**src/rtl/uart_interface_alu_pkg.sv**
```systemverilog
// Shared types and constants for the UART <-> ALU control block.
// Holds default widths, FSM state encoding and ALU opcode values.
package uart_interface_alu_pkg;

   localparam int NB_DATA_DEF = 8;
   localparam int NB_OP_DEF   = 6;

   localparam logic [1:0] WAIT_A  = 2'd0;
   localparam logic [1:0] WAIT_B  = 2'd1;
   localparam logic [1:0] WAIT_OP = 2'd2;
   localparam logic [1:0] SEND    = 2'd3;

   localparam logic [NB_OP_DEF-1:0] OP_ADD = 6'b100000;
   localparam logic [NB_OP_DEF-1:0] OP_SUB = 6'b100010;
   localparam logic [NB_OP_DEF-1:0] OP_AND = 6'b100100;
   localparam logic [NB_OP_DEF-1:0] OP_OR  = 6'b100101;
   localparam logic [NB_OP_DEF-1:0] OP_XOR = 6'b100110;
   localparam logic [NB_OP_DEF-1:0] OP_NOR = 6'b100111;
   localparam logic [NB_OP_DEF-1:0] OP_SRA = 6'b000011;
   localparam logic [NB_OP_DEF-1:0] OP_SRL = 6'b000010;

endpackage

```
**src/rtl/uart_interface_alu.sv**
```systemverilog
// Collects A, B, opcode bytes from the UART RX, drives the ALU, and
// sends the ALU result to the UART TX with a one-cycle done strobe.
// Ports: i_clock, i_reset (sync, active-high), i_rx_data/i_rx_done,
//        i_alu_result, o_dato_A/o_dato_B/o_OP, o_interface_data/_done.
module uart_interface_alu
   import uart_interface_alu_pkg::*;
#(
   parameter int NB_DATA = NB_DATA_DEF,
   parameter int NB_OP   = NB_OP_DEF
) (
   input  logic               i_clock,
   input  logic               i_reset,
   input  logic [NB_DATA-1:0] i_rx_data,
   input  logic               i_rx_done,
   input  logic [NB_DATA-1:0] i_alu_result,
   output logic [NB_DATA-1:0] o_dato_A,
   output logic [NB_DATA-1:0] o_dato_B,
   output logic [NB_OP-1:0]   o_OP,
   output logic [NB_DATA-1:0] o_interface_data,
   output logic               o_interface_done
);

   logic [1:0] state;
   logic [1:0] next_state;

   always_comb begin
      next_state = state;
      unique case (state)
         WAIT_A:  if (i_rx_done) next_state = WAIT_B;
         WAIT_B:  if (i_rx_done) next_state = WAIT_OP;
         WAIT_OP: if (i_rx_done) next_state = SEND;
         SEND:    next_state = WAIT_A;
         default: next_state = WAIT_A;
      endcase
   end

   always_ff @(posedge i_clock) begin
      if (i_reset) state <= WAIT_A;
      else         state <= next_state;
   end

   // Per-state load enables; operands persist across transactions.
   logic ld_a, ld_b, ld_op, ld_tx;
   assign ld_a  = (state == WAIT_A)  && i_rx_done;
   assign ld_b  = (state == WAIT_B)  && i_rx_done;
   assign ld_op = (state == WAIT_OP) && i_rx_done;
   assign ld_tx = (state == SEND);

   always_ff @(posedge i_clock) begin
      if (i_reset) begin
         o_dato_A         <= '0;
         o_dato_B         <= '0;
         o_OP             <= '0;
         o_interface_data <= '0;
         o_interface_done <= 1'b0;
      end else begin
         if (ld_a)  o_dato_A <= i_rx_data;
         if (ld_b)  o_dato_B <= i_rx_data;
         if (ld_op) o_OP     <= i_rx_data[NB_OP-1:0];
         if (ld_tx) o_interface_data <= i_alu_result;
         o_interface_done <= ld_tx;
      end
   end

endmodule

```
**config.mk**
```make
export PLATFORM = sky130hd
export DESIGN_NAME = uart_interface_alu
export DESIGN_NICKNAME = d
export VERILOG_FILES = /design/src/rtl/uart_interface_alu_pkg.sv /design/src/rtl/uart_interface_alu.sv
export SDC_FILE = /design/constraint.sdc
export NUM_CORES = 1
export LEC_CHECK = 0
export ABC_AREA = 0
export CORE_ASPECT_RATIO = 0.8
export CORE_UTILIZATION = 38
export DETAILED_ROUTE_END_ITERATION = 6
export PLACE_DENSITY = 0.74
export SETUP_SLACK_MARGIN = 0.3
export SYNTH_ARGS = -nofsm -noshare
export SYNTH_HDL_FRONTEND = slang
export SYNTH_SLANG_ARGS = --single-unit
```
**constraint.sdc**
```tcl
create_clock -name i_clock -period 1.2 [get_ports i_clock]
set_input_delay 0.36 -clock i_clock [delete_from_list [all_inputs] [get_ports i_clock]]
set_output_delay 0.36 -clock i_clock [all_outputs]
set_load 0.1 [all_outputs]
```
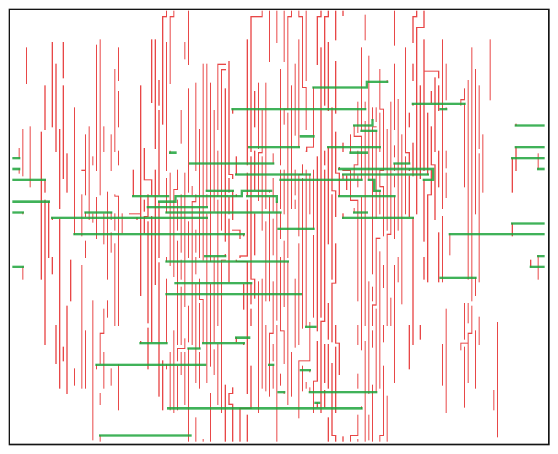
(run_1/metal_stack.png)
Scale: 8 px per um. Two of the layers only.
[met2] red | wire length: 2800 um
[met3] green | wire length: 390 um
total track usage: 26.9%
via count: 1428

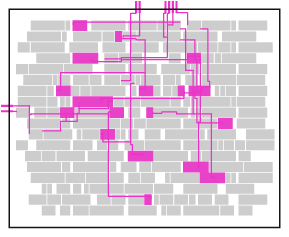
(run_1/port_nets.png)
Scale: 4 px per um.
[i_rx_data] magenta | bits: 8 | direction: input | edge: 6 top, 2 left | end cells: 22 | buffers: 8 | wire: 477 um

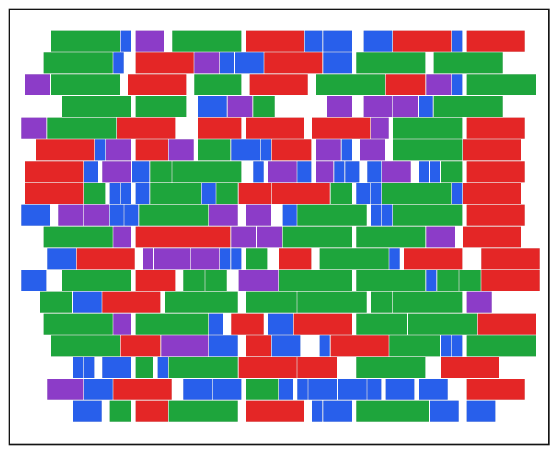
(run_1/drive_strength.png)
Scale: 8 px per um.
[drive 3 to 4] green | cells: 60
[drive 1 or less] blue | cells: 71
[drive 6 and up] red | cells: 46
[drive 2] purple | cells: 34
post-route setup slack: -42.6 ps
synth-to-layout area growth: 114%
post-route cell area: 0.00278 mm^2
Signal buffers: 71

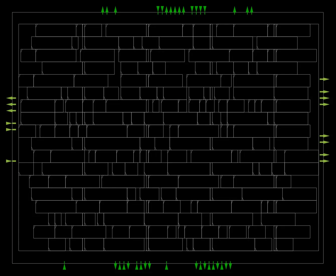
(run_1/final_placement.png)
final core occ: 87.4%
Core ar.: 0.00318 mm^2

==> job_summary.md, run 1 <==
## Synthesis and layout report

| Metric | Value |
|---|---|
| Outcome | finished with violations |
| Failing checks | setup timing |
| Critical-path cell list | inv_4, ha_4, buf_8, nand3_1, a21oi_2 |
| Clock power frac | 22.5% |
| Post-synth EDFFs | 0 |
| GR Util met2 | 45.5% |
| Die area | 0.00365 mm^2 |
| Comb gates | 96 |
| Most numerous cell in the Yosys netlist | dfxtp_1 |
| # setup viols final | 5 |
| Antenna diodes | 0 |
| Slew Limit Fails | 0 |
| Met3 Use GR | 7.29% |
| Post-route setup slack | -42.6 ps |
| Stage-log warning count | 32 |
| # Cells Yosys | 143 |
| Num rows | 18 |
| Combinational cell power | 1.51 mW |
| I/O pin cnt | 50 |
| Initial Util | 40.8% |
## Run 2: what changed since run 1
--- a/config.mk
+++ b/config.mk
@@ -10,7 +10,6 @@
 export CORE_UTILIZATION = 38
 export DETAILED_ROUTE_END_ITERATION = 6
 export PLACE_DENSITY = 0.74
-export SETUP_SLACK_MARGIN = 0.3
 export SYNTH_ARGS = -nofsm -noshare
 export SYNTH_HDL_FRONTEND = slang
 export SYNTH_SLANG_ARGS = --single-unit
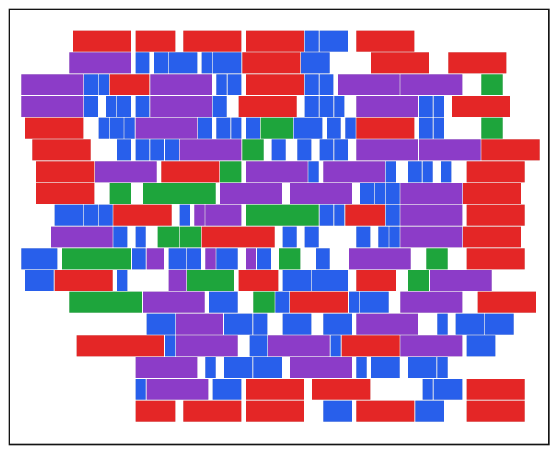
(run_2/drive_strength.png)
Scale: 8 px per um.
[drive 1 or less] blue | cells: 106
[drive 3 to 4] green | cells: 17
[drive 6 and up] red | cells: 42
[drive 2] purple | cells: 39
Signal buffers: 64
post-route cell area: 0.00245 mm^2
post-route setup slack: 13.4 ps

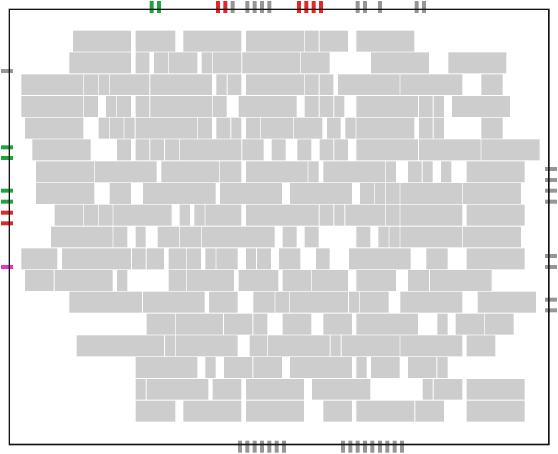
(run_2/pins.png)
Scale: 8 px per um. Pins as bars across the die edge, other pins in gray.
[i_rx_done] magenta | pins: 1 | direction: input | edge: left
[o_OP] green | pins: 6 | direction: output | edge: 4 left, 2 top
[i_rx_data] red | pins: 8 | direction: input | edge: 6 top, 2 left
all pins by edge: 18 top, 16 bottom, 8 right, 8 left
Die Wd: 67.3 um
Die Y: 54.2 um
number of port buffers: 49

==> job_summary.md, run 2 <==
## Synthesis and layout report

| Metric | Value |
|---|---|
| I/O pin cnt | 50 (unchanged) |
| Stage-log warning count | 31 (-3.1%) |
| Dominant comb cell | simple AND/OR/NAND/NOR gates |
| Vias in the first global route | 1052 |
| Slowest cell on crit path | dfxtp_2 |
| Num rows | 18 (unchanged) |
| Critical-path cell list | buf_12 |
| Net Switching | 1.21 mW |
| Via count | 1235 (-14%) |
| Antenna diodes | 0 (unchanged) |
| Post-synth EDFFs | 0 (unchanged) |
| # Cells Yosys | 143 (unchanged) |
| GR Util met2 | 29.8% (-16 points) |
| Synth-to-layout area growth | 89.0% |
| Core ar. | 0.00318 mm^2 (unchanged) |
| Comb gates | 96 (unchanged) |
| Die area | 0.00365 mm^2 (unchanged) |
| Outcome | completed |
| Most numerous cell in the Yosys netlist | dfxtp_1 |
| DR WL met2 | 1780 um |
| Combinational cell power | 1.23 mW (-19%) |
| Final core occ | 77.1% (-10 points) |
| Initial Util | 40.8% (unchanged) |
| Largest net degree at the start of global routing | 17 |
## Run 3: what changed since run 2
--- a/config.mk
+++ b/config.mk
@@ -8,6 +8,7 @@
 export ABC_AREA = 0
 export CORE_ASPECT_RATIO = 0.8
 export CORE_UTILIZATION = 38
+export CTS_CLUSTER_DIAMETER = 40
 export DETAILED_ROUTE_END_ITERATION = 6
 export PLACE_DENSITY = 0.74
 export SYNTH_ARGS = -nofsm -noshare
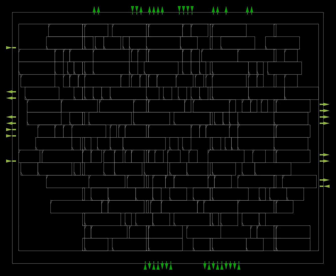
(run_3/final_placement.png)
num rows: 18
Seq/total area: 28.8%
Non-Filler Instances: 244
flop count: 33

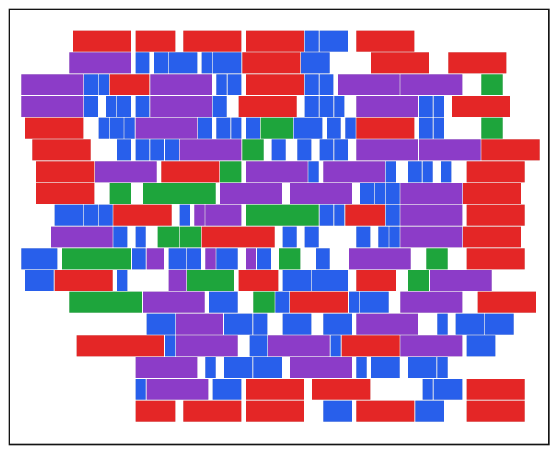
(run_3/drive_strength.png)
Scale: 8 px per um.
[drive 6 and up] red | cells: 42
[drive 2] purple | cells: 39
[drive 1 or less] blue | cells: 106
[drive 3 to 4] green | cells: 17

==> job_summary.md, run 3 <==
## Synthesis and layout report

| Metric | Value |
|---|---|
| Net Switching | 1.21 mW (unchanged) |
| GR Util met2 | 29.8% (unchanged) |
| Antenna diodes | 0 (unchanged) |
| I/O pin cnt | 50 (unchanged) |
| Most numerous cell in the Yosys netlist | dfxtp_1 |
| Outcome | completed |
| Slowest cell on crit path | dfxtp_2 |
| Synth-to-layout area growth | 89.0% (unchanged) |
| Initial Util | 40.8% (unchanged) |
| Max Clock Freq | 843 MHz |
| Via count | 1235 (unchanged) |
| Combinational cell power | 1.23 mW (about the same) |
| Post-route setup slack | 13.4 ps (unchanged) |
| Critical-path cell list | buf_12 |
| Stage-log warning count | 31 (unchanged) |
| DR WL met2 | 1780 um (unchanged) |
| Dominant comb cell | simple AND/OR/NAND/NOR gates |
| Final core occ | 77.1% (unchanged) |
| Core ar. | 0.00318 mm^2 (unchanged) |
| Signal buffers | 64 (unchanged) |
| Number of port buffers | 49 (unchanged) |
| Die area | 0.00365 mm^2 (unchanged) |
| Die Y | 54.2 um (unchanged) |
| Post-route cell area | 0.00245 mm^2 (unchanged) |
| Vias in the first global route | 1052 (unchanged) |
| Post-synth EDFFs | 0 (unchanged) |
Power and IR drop assume default switching activity.
